<file path="src/rtl/roic_spi_multi_master_if.sv">
// Command/response bus between the ROIC register sequencer and the SPI master.
interface roic_spi_multi_master_if #(
  parameter int NUM_CH = 12,
  parameter int DATA_W = 32
) ();
  localparam int LEN_W = $clog2(DATA_W + 1);

  logic                     cmd_valid;
  logic                     cmd_ready;
  logic [DATA_W-1:0]        cmd_data;
  logic [LEN_W-1:0]         cmd_len;
  logic [NUM_CH-1:0]        cmd_mask;
  logic                     cmd_read;
  logic                     abort;
  logic                     busy;
  logic                     done;
  logic                     aborted;
  logic                     rsp_valid;
  logic [NUM_CH*DATA_W-1:0] rsp_data;

  modport master (output cmd_valid, cmd_data, cmd_len, cmd_mask, cmd_read, abort,
                  input  cmd_ready, busy, done, aborted, rsp_valid, rsp_data);
  modport slave  (input  cmd_valid, cmd_data, cmd_len, cmd_mask, cmd_read, abort,
                  output cmd_ready, busy, done, aborted, rsp_valid, rsp_data);
endinterface

</file>
<file path="src/rtl/roic_spi_multi_master.sv">
// Multi-channel SPI master for ROIC register access: shared SCK/SDI, per-channel SEN,
// parallel SDO capture. state | meaning: IDLE wait cmd | SETUP SEN low before SCK |
// SHIFT clocking bits | HOLD SEN low after SCK | GAP SEN high before next cmd
module roic_spi_multi_master #(
  parameter int NUM_CH   = 12,
  parameter int DATA_W   = 32,
  parameter int DIV      = 2,
  parameter int CPOL     = 0,
  parameter int CPHA     = 0,
  parameter int CS_SETUP = 4,
  parameter int CS_HOLD  = 4,
  parameter int CS_GAP   = 2
) (
  input  logic                   clk_20mhz,
  input  logic                   rst,
  roic_spi_multi_master_if.slave bus,
  output logic                   RF_SPI_SCK,
  output logic                   RF_SPI_SDI,
  output logic [NUM_CH-1:0]      RF_SPI_SEN,
  input  logic [NUM_CH-1:0]      RF_SPI_SDO
);
  localparam int               LEN_W    = $clog2(DATA_W + 1);
  localparam int               TMR_W    = 16;
  localparam logic             SCK_IDLE = (CPOL != 0);
  localparam logic [LEN_W-1:0] FULL_LEN = LEN_W'(DATA_W);

  typedef enum logic [2:0] {IDLE, SETUP, SHIFT, HOLD, GAP} state_t;
  state_t state;

  logic [TMR_W-1:0]         cnt;
  logic [TMR_W-1:0]         div_cnt;
  logic [LEN_W:0]           edge_cnt;
  logic [LEN_W-1:0]         len_q;
  logic [NUM_CH-1:0]        mask_q;
  logic                     read_q;
  logic                     abort_q;
  logic [DATA_W-1:0]        sh;
  logic [DATA_W-1:0]        rx [NUM_CH];
  logic                     cmd_ready_q;
  logic                     busy_q;
  logic                     done_q;
  logic                     aborted_q;
  logic                     rsp_valid_q;
  logic [NUM_CH*DATA_W-1:0] rsp_q;
  logic                     sck_q;
  logic                     sdi_q;
  logic [NUM_CH-1:0]        sen_q;

  logic [LEN_W-1:0]  eff_len;
  logic [DATA_W-1:0] aligned;
  logic              edge_odd;
  logic              edge_first;
  logic              edge_last;
  logic              do_sample;
  logic              do_shift;

  assign bus.cmd_ready = cmd_ready_q;
  assign bus.busy      = busy_q;
  assign bus.done      = done_q;
  assign bus.aborted   = aborted_q;
  assign bus.rsp_valid = rsp_valid_q;
  assign bus.rsp_data  = rsp_q;
  assign RF_SPI_SCK    = sck_q;
  assign RF_SPI_SDI    = sdi_q;
  assign RF_SPI_SEN    = sen_q;

  always_comb begin
    eff_len = bus.cmd_len;
    if (bus.cmd_len == '0 || bus.cmd_len > FULL_LEN) eff_len = FULL_LEN;
    aligned = bus.cmd_data << (FULL_LEN - eff_len);
  end

  // edge_cnt counts down from 2*len, so the current edge is odd when edge_cnt is even
  always_comb begin
    edge_odd   = ~edge_cnt[0];
    edge_first = (edge_cnt == {len_q, 1'b0});
    edge_last  = (edge_cnt == (LEN_W+1)'(1));
    if (CPHA == 0) begin
      do_sample = edge_odd;
      do_shift  = !edge_odd && !edge_last;
    end else begin
      do_sample = !edge_odd;
      do_shift  = edge_odd && !edge_first;
    end
  end

  always_ff @(posedge clk_20mhz or posedge rst) begin
    if (rst) begin
      state       <= IDLE;
      cnt         <= '0;
      div_cnt     <= '0;
      edge_cnt    <= '0;
      len_q       <= '0;
      mask_q      <= '0;
      read_q      <= 1'b0;
      abort_q     <= 1'b0;
      sh          <= '0;
      for (int i = 0; i < NUM_CH; i++) rx[i] <= '0;
      cmd_ready_q <= 1'b0;
      busy_q      <= 1'b0;
      done_q      <= 1'b0;
      aborted_q   <= 1'b0;
      rsp_valid_q <= 1'b0;
      rsp_q       <= '0;
      sck_q       <= SCK_IDLE;
      sdi_q       <= 1'b0;
      sen_q       <= '1;
    end else begin
      done_q      <= 1'b0;
      aborted_q   <= 1'b0;
      rsp_valid_q <= 1'b0;
      if ((state == SETUP || state == SHIFT || state == HOLD) && bus.abort) begin
        state   <= GAP;
        cnt     <= TMR_W'(CS_GAP - 1);
        abort_q <= 1'b1;
        sck_q   <= SCK_IDLE;
        sen_q   <= '1;
        sdi_q   <= 1'b0;
      end else begin
        case (state)
          IDLE: begin
            cmd_ready_q <= 1'b1;
            busy_q      <= 1'b0;
            if (bus.cmd_valid && cmd_ready_q) begin
              cmd_ready_q <= 1'b0;
              busy_q      <= 1'b1;
              len_q       <= eff_len;
              mask_q      <= bus.cmd_mask;
              read_q      <= bus.cmd_read;
              abort_q     <= 1'b0;
              sh          <= aligned;
              for (int i = 0; i < NUM_CH; i++) rx[i] <= '0;
              if (bus.cmd_mask == '0) begin
                state <= GAP;
                cnt   <= TMR_W'(CS_GAP - 1);
              end else begin
                state <= SETUP;
                cnt   <= TMR_W'(CS_SETUP - 1);
                sen_q <= ~bus.cmd_mask;
                sdi_q <= aligned[DATA_W-1];
              end
            end
          end
          SETUP: begin
            if (cnt == '0) begin
              state    <= SHIFT;
              div_cnt  <= TMR_W'(DIV - 1);
              edge_cnt <= {len_q, 1'b0};
            end else begin
              cnt <= cnt - 1'b1;
            end
          end
          SHIFT: begin
            if (div_cnt != '0) begin
              div_cnt <= div_cnt - 1'b1;
            end else begin
              div_cnt  <= TMR_W'(DIV - 1);
              edge_cnt <= edge_cnt - 1'b1;
              sck_q    <= edge_last ? SCK_IDLE : ~sck_q;
              if (do_sample) begin
                for (int i = 0; i < NUM_CH; i++) rx[i] <= {rx[i][DATA_W-2:0], RF_SPI_SDO[i]};
              end
              if (do_shift) begin
                sh    <= sh << 1;
                sdi_q <= sh[DATA_W-2];
              end
              if (edge_last) begin
                state <= HOLD;
                cnt   <= TMR_W'(CS_HOLD - 1);
              end
            end
          end
          HOLD: begin
            if (cnt == '0) begin
              state <= GAP;
              cnt   <= TMR_W'(CS_GAP - 1);
              sen_q <= '1;
              sdi_q <= 1'b0;
            end else begin
              cnt <= cnt - 1'b1;
            end
          end
          GAP: begin
            if (cnt == '0) begin
              state       <= IDLE;
              cmd_ready_q <= 1'b1;
              busy_q      <= 1'b0;
              done_q      <= 1'b1;
              aborted_q   <= abort_q;
              // rx was cleared on accept, so len samples land right-aligned with zero upper bits
              if (read_q && !abort_q) begin
                rsp_valid_q <= 1'b1;
                for (int i = 0; i < NUM_CH; i++)
                  rsp_q[i*DATA_W +: DATA_W] <= mask_q[i] ? rx[i] : '0;
              end
            end else begin
              cnt <= cnt - 1'b1;
            end
          end
          default: state <= IDLE;
        endcase
      end
    end
  end
endmodule
</file>
<file path="src/flat_wrapper.sv">
// flat-port wrapper written by rule: the top's interface ports become plain ports
module roic_spi_multi_master_flat 
#(
  parameter int NUM_CH   = 12,
  parameter int DATA_W   = 32,
  parameter int DIV      = 2,
  parameter int CPOL     = 0,
  parameter int CPHA     = 0,
  parameter int CS_SETUP = 4,
  parameter int CS_HOLD  = 4,
  parameter int CS_GAP   = 2
)
  (clk_20mhz, rst, RF_SPI_SCK, RF_SPI_SDI, RF_SPI_SEN, RF_SPI_SDO, bus_cmd_valid, bus_cmd_data, bus_cmd_len, bus_cmd_mask, bus_cmd_read, bus_abort, bus_cmd_ready, bus_busy, bus_done, bus_aborted, bus_rsp_valid, bus_rsp_data);
  roic_spi_multi_master_if #(.NUM_CH(NUM_CH), .DATA_W(DATA_W)) bus_i ();
  input  logic clk_20mhz;
  input  logic rst;
  output logic RF_SPI_SCK;
  output logic RF_SPI_SDI;
  output logic [NUM_CH-1:0] RF_SPI_SEN;
  input  logic [NUM_CH-1:0] RF_SPI_SDO;
  input wire logic [$bits(bus_i.cmd_valid)-1:0] bus_cmd_valid;
  input wire logic [$bits(bus_i.cmd_data)-1:0] bus_cmd_data;
  input wire logic [$bits(bus_i.cmd_len)-1:0] bus_cmd_len;
  input wire logic [$bits(bus_i.cmd_mask)-1:0] bus_cmd_mask;
  input wire logic [$bits(bus_i.cmd_read)-1:0] bus_cmd_read;
  input wire logic [$bits(bus_i.abort)-1:0] bus_abort;
  output wire logic [$bits(bus_i.cmd_ready)-1:0] bus_cmd_ready;
  output wire logic [$bits(bus_i.busy)-1:0] bus_busy;
  output wire logic [$bits(bus_i.done)-1:0] bus_done;
  output wire logic [$bits(bus_i.aborted)-1:0] bus_aborted;
  output wire logic [$bits(bus_i.rsp_valid)-1:0] bus_rsp_valid;
  output wire logic [$bits(bus_i.rsp_data)-1:0] bus_rsp_data;
  assign bus_i.cmd_valid = bus_cmd_valid;
  assign bus_i.cmd_data = bus_cmd_data;
  assign bus_i.cmd_len = bus_cmd_len;
  assign bus_i.cmd_mask = bus_cmd_mask;
  assign bus_i.cmd_read = bus_cmd_read;
  assign bus_i.abort = bus_abort;
  assign bus_cmd_ready = bus_i.cmd_ready;
  assign bus_busy = bus_i.busy;
  assign bus_done = bus_i.done;
  assign bus_aborted = bus_i.aborted;
  assign bus_rsp_valid = bus_i.rsp_valid;
  assign bus_rsp_data = bus_i.rsp_data;
  roic_spi_multi_master #(.NUM_CH(NUM_CH), .DATA_W(DATA_W), .DIV(DIV), .CPOL(CPOL), .CPHA(CPHA), .CS_SETUP(CS_SETUP), .CS_HOLD(CS_HOLD), .CS_GAP(CS_GAP)) u_core (.clk_20mhz(clk_20mhz), .rst(rst), .bus(bus_i), .RF_SPI_SCK(RF_SPI_SCK), .RF_SPI_SDI(RF_SPI_SDI), .RF_SPI_SEN(RF_SPI_SEN), .RF_SPI_SDO(RF_SPI_SDO));
endmodule
</file>
<file path="config.mk">
export PLATFORM = sky130hd
export DESIGN_NAME = roic_spi_multi_master_flat
export DESIGN_NICKNAME = d
export VERILOG_FILES = /design/src/rtl/roic_spi_multi_master_if.sv /design/src/rtl/roic_spi_multi_master.sv /design/src/flat_wrapper.sv
export SDC_FILE = /design/constraint.sdc
export NUM_CORES = 2
export LEC_CHECK = 0
export CAP_MARGIN = 20
export CORE_MARGIN = 3
export CORE_UTILIZATION = 62
export DETAILED_ROUTE_END_ITERATION = 10
export DONT_BUFFER_PORTS = 1
export GPL_ROUTABILITY_DRIVEN = 0
export PLACE_DENSITY = 0.86
export SETUP_SLACK_MARGIN = 0.5
export SLEW_MARGIN = 20
export SYNTH_ARGS = -nofsm -noshare
export SYNTH_HDL_FRONTEND = slang
export SYNTH_SLANG_ARGS = --single-unit
</file>
<file path="constraint.sdc">
create_clock -name clk_20mhz -period 75.7 [get_ports clk_20mhz]
set_input_delay 22.71 -clock clk_20mhz [delete_from_list [all_inputs] [get_ports clk_20mhz]]
set_output_delay 22.71 -clock clk_20mhz [all_outputs]
set_load 0.01 [all_outputs]
</file>
Routing congestion:
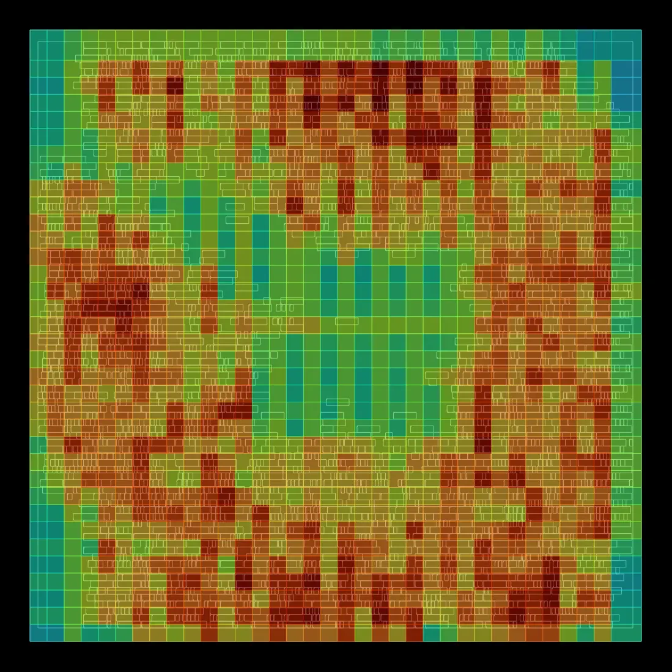
Avg WL per Cell: 23.2 µm
met2 Use GR: 0.485
layer with the highest usage: met2

Close-up of the layout:
Scale bar: 10 µm. Region (49, 49) to (74, 74) µm. Cells in gray, sequential cells in the stronger gray; small squares are vias.
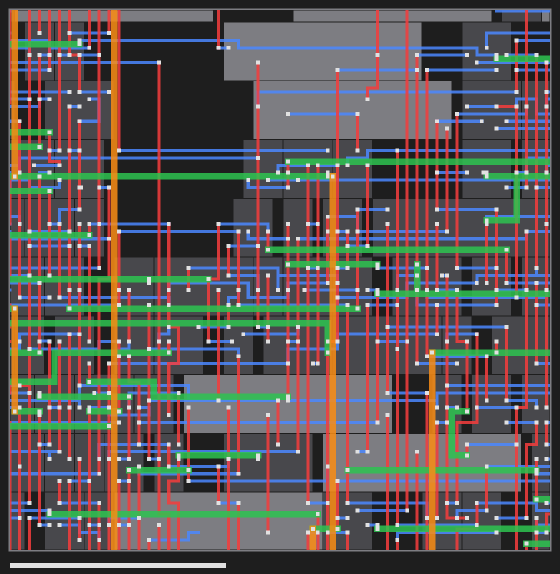
legend:
  M3:
    color: green
  M2:
    color: red
  M4:
    color: orange
  M1:
    color: blue
netlist names of flops here include: `u_core.cnt` (3), `u_core.RF_SPI_SEN` (2)
cells with their middle in the window: 57
most frequent: o21ai_0 (10), nand2_1 (9), nor2_1 (6)
sequential cells in the window: 5

==> results.tsv <==
metric	value	unit
status	completed	
syn_inst	3362	
synth-edff-count	0	
clockRootBuffer	clkbuf_16	
wirelength	94000	µm
die_w	247	µm
arrival	26270	ps
cts-hold-fix-buffers	0	
worstSkewPairLatency	630	ps
leakagePower	19.9	nW
final_cell_mix	908 x nand2_1, 861 x dfrtp_1, 397 x nand3_1, 385 x a22o_1, 86 x clkbuf_16	
r2r.worst_path.cells	10	
synth_flops	880	
period_minus_slack	25810	ps
syn_to_final_growth	7.61	%
warnings	41	
timing.final.crit_share	0.341	
hp-class	reg2reg	
hold_path_depth	2	
grt_max_degree	211	
dr.pass1.iters	6	
grt_pass1_wl	149000	µm
synth_nets	3436	
dpl.hpwl	59100	µm
worstPathMaxFanout	27	
rr_startpoint	u_core.cnt[6]$_DFFE_PP0P_	
reg2reg_slack	70900	ps
hold_end	u_core.len_q[4]$_DFFE_PP0P_	
yosysWarnings	0	
fillers	3829	
layout_top_cell	nand2_1	
core_area	56800	µm²
syn_area	35900	µm²
ant_nets	0	
hold_ws	471	ps
fmax	38.7	MHz
grt_antenna_before_repair	1	
ff_type	dfrtp_1	
hp-start	u_core.len_q[4]$_DFFE_PP0P_	
fin_nets	3297	
fin_tns_setup	0	ps
h-tree-depth	3	
fp.dieH	247	µm
dieArea	60900	µm²
cp.required	76160	ps
fin_skew	26.2	ps
grt-ovfl-total	0	
num_io_pins	470	
synth-seq-area-share	0.613	
drive_gt1_frac	0.0761	
row_count	87	
avgSynthCellArea	10.7	µm²
grt_pass1_vias	26500	
clockBufferDepth	3	
fp_util	0.633	
vias	26800	
max_cap_violations	0	
cts_setup_buffers	0	
synth-async-reset-ratio	1.00	
vias_per_cell	6.62	
clock-sinks	880	
endpoint_kind	register	
rsz0062_at_grt	no	
drtIter0Drc	3214	
grt_use_total	0.306	
power	1.14	mW
finalSetupViolations	0	
Wires at chosen ports, followed through buffers:
Scale bar: 50 µm.
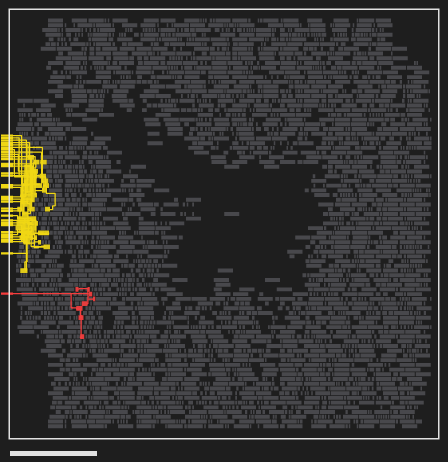
legend:
  `bus_cmd_data`:
    color: yellow
    bits: 32
    direction: input
    edge: left
    end_cells: 49
    buffers: 0
    wire: 1,030 µm
  `bus_abort`:
    color: red
    bits: 1
    direction: input
    edge: left
    end_cells: 8
    buffers: 0
    wire: 99.2 µm

## per-layer routing
| layer | track usage | wire length [µm] | vias to the layer above |
|---|---|---|---|
| li1 | - | - | 11400 |
| met1 | 0.389 | 34400 | 13600 |
| met2 | 0.485 | 44800 | 1411 |
| met3 | 0.0836 | 9230 | 335 |
| met4 | 0.160 | 5590 | 2 |
| met5 | 0 | 13 | - |
## kinds of logic (layout without fill, tap and decap cells)
kind of cell             Yosys count  after routing  share of synthesized area
adder cells (fa/ha/maj)            7              7                    0.00244
XOR/XNOR                           8              8                    0.00216
multiplexers                      78             78                     0.0269
AND/OR/NAND/NOR                 1470           1470                      0.175
other                              0              1                          0
buffers and inverters            288            213                     0.0432
AND-OR/OR-AND                    631            631                      0.137
flip-flops                       880            880                      0.613
## cell usage after synthesis, drive strengths merged (13+ instances only)
cell type,count,area share
o31ai,13,0.0029
nor3,26,0.0039
o21ai,85,0.012
a31oi,14,0.0024
nor2,75,0.0078
nand3,397,0.055
dfrtp,868,0.60
buf,158,0.029
a211oi,15,0.0031
mux2,19,0.0060
a22o,385,0.094
o21a,13,0.0027
inv,21,0.0022
mux4,13,0.0081
mux2i,46,0.013
a21oi,48,0.0068
clkbuf,108,0.011
nand2,908,0.095
## final cells by class
| type | instances | area [µm²] | share of cell area |
|---|---|---|---|
| antenna | 1 | 2.50 | 0.0000647 |
| clock buffer | 120 | 2460 | 0.0636 |
| clock inverter | 31 | 350 | 0.00906 |
| inverter | 22 | 103 | 0.00265 |
| multi-input combinational | 2194 | 12400 | 0.321 |
| sequential | 880 | 22000 | 0.570 |
| tap | 756 | 946 | 0.0245 |
| timing repair buffer | 40 | 360 | 0.00932 |
## sequential cells by signal, summed over array words and instances (netlist names), 6 cells and up
register             cells
u_core.len_q             6
u_core.rx              384
u_core.edge_cnt          7
u_core.RF_SPI_SEN       12
u_core.div_cnt          16
u_core.bus.rsp_data    384
u_core.mask_q           12
u_core.sh               31
u_core.cnt              16
## per-stage QoR
stage | area, µm² | setup slack (ps) | cells
2_1_floorplan | 35900 | 28280 | 3362
3_3_place_gp | 35800 | 49510 | 3889
3_5_place_dp | 35800 | 49340 | 3890
4_1_cts | 38600 | 49990 | 4041
5_1_grt | 38700 | 49710 | 4043
6_report | 38700 | 49890 | 4044
## report_power, final
group,switching (mW),internal (mW),total [mW]
Clock,0.179,0.248,0.427
Combinational,0.124,0.0487,0.173
Sequential,0.0443,0.496,0.541
## critical path: stages
cell and delay, ps:
nor2b_2 130, buf_4 230, inv_2 430, ha_1 640, xor2_1 920, mux2i_1 260
mux2_2 350, o211a_1 220, a221oi_1 240, o21ai_0 140
## worst max path at each step
stage	startpoint	endpoint	cells past startpoint
after floorplan	rst	u_core.RF_SPI_SCK$_DFFE_PP0P_	1
after global placement	bus_cmd_len[0]	u_core.sh[20]$_DFFE_PP0P_	10
after detailed placement	bus_cmd_len[0]	u_core.sh[27]$_DFFE_PP0P_	10
after CTS	bus_cmd_len[0]	u_core.sh[27]$_DFFE_PP0P_	10
after global routing	bus_cmd_len[0]	u_core.sh[20]$_DFFE_PP0P_	10
final	bus_cmd_len[0]	u_core.sh[27]$_DFFE_PP0P_	10
No activity file was given, so power comes from the tool's default toggle rates.
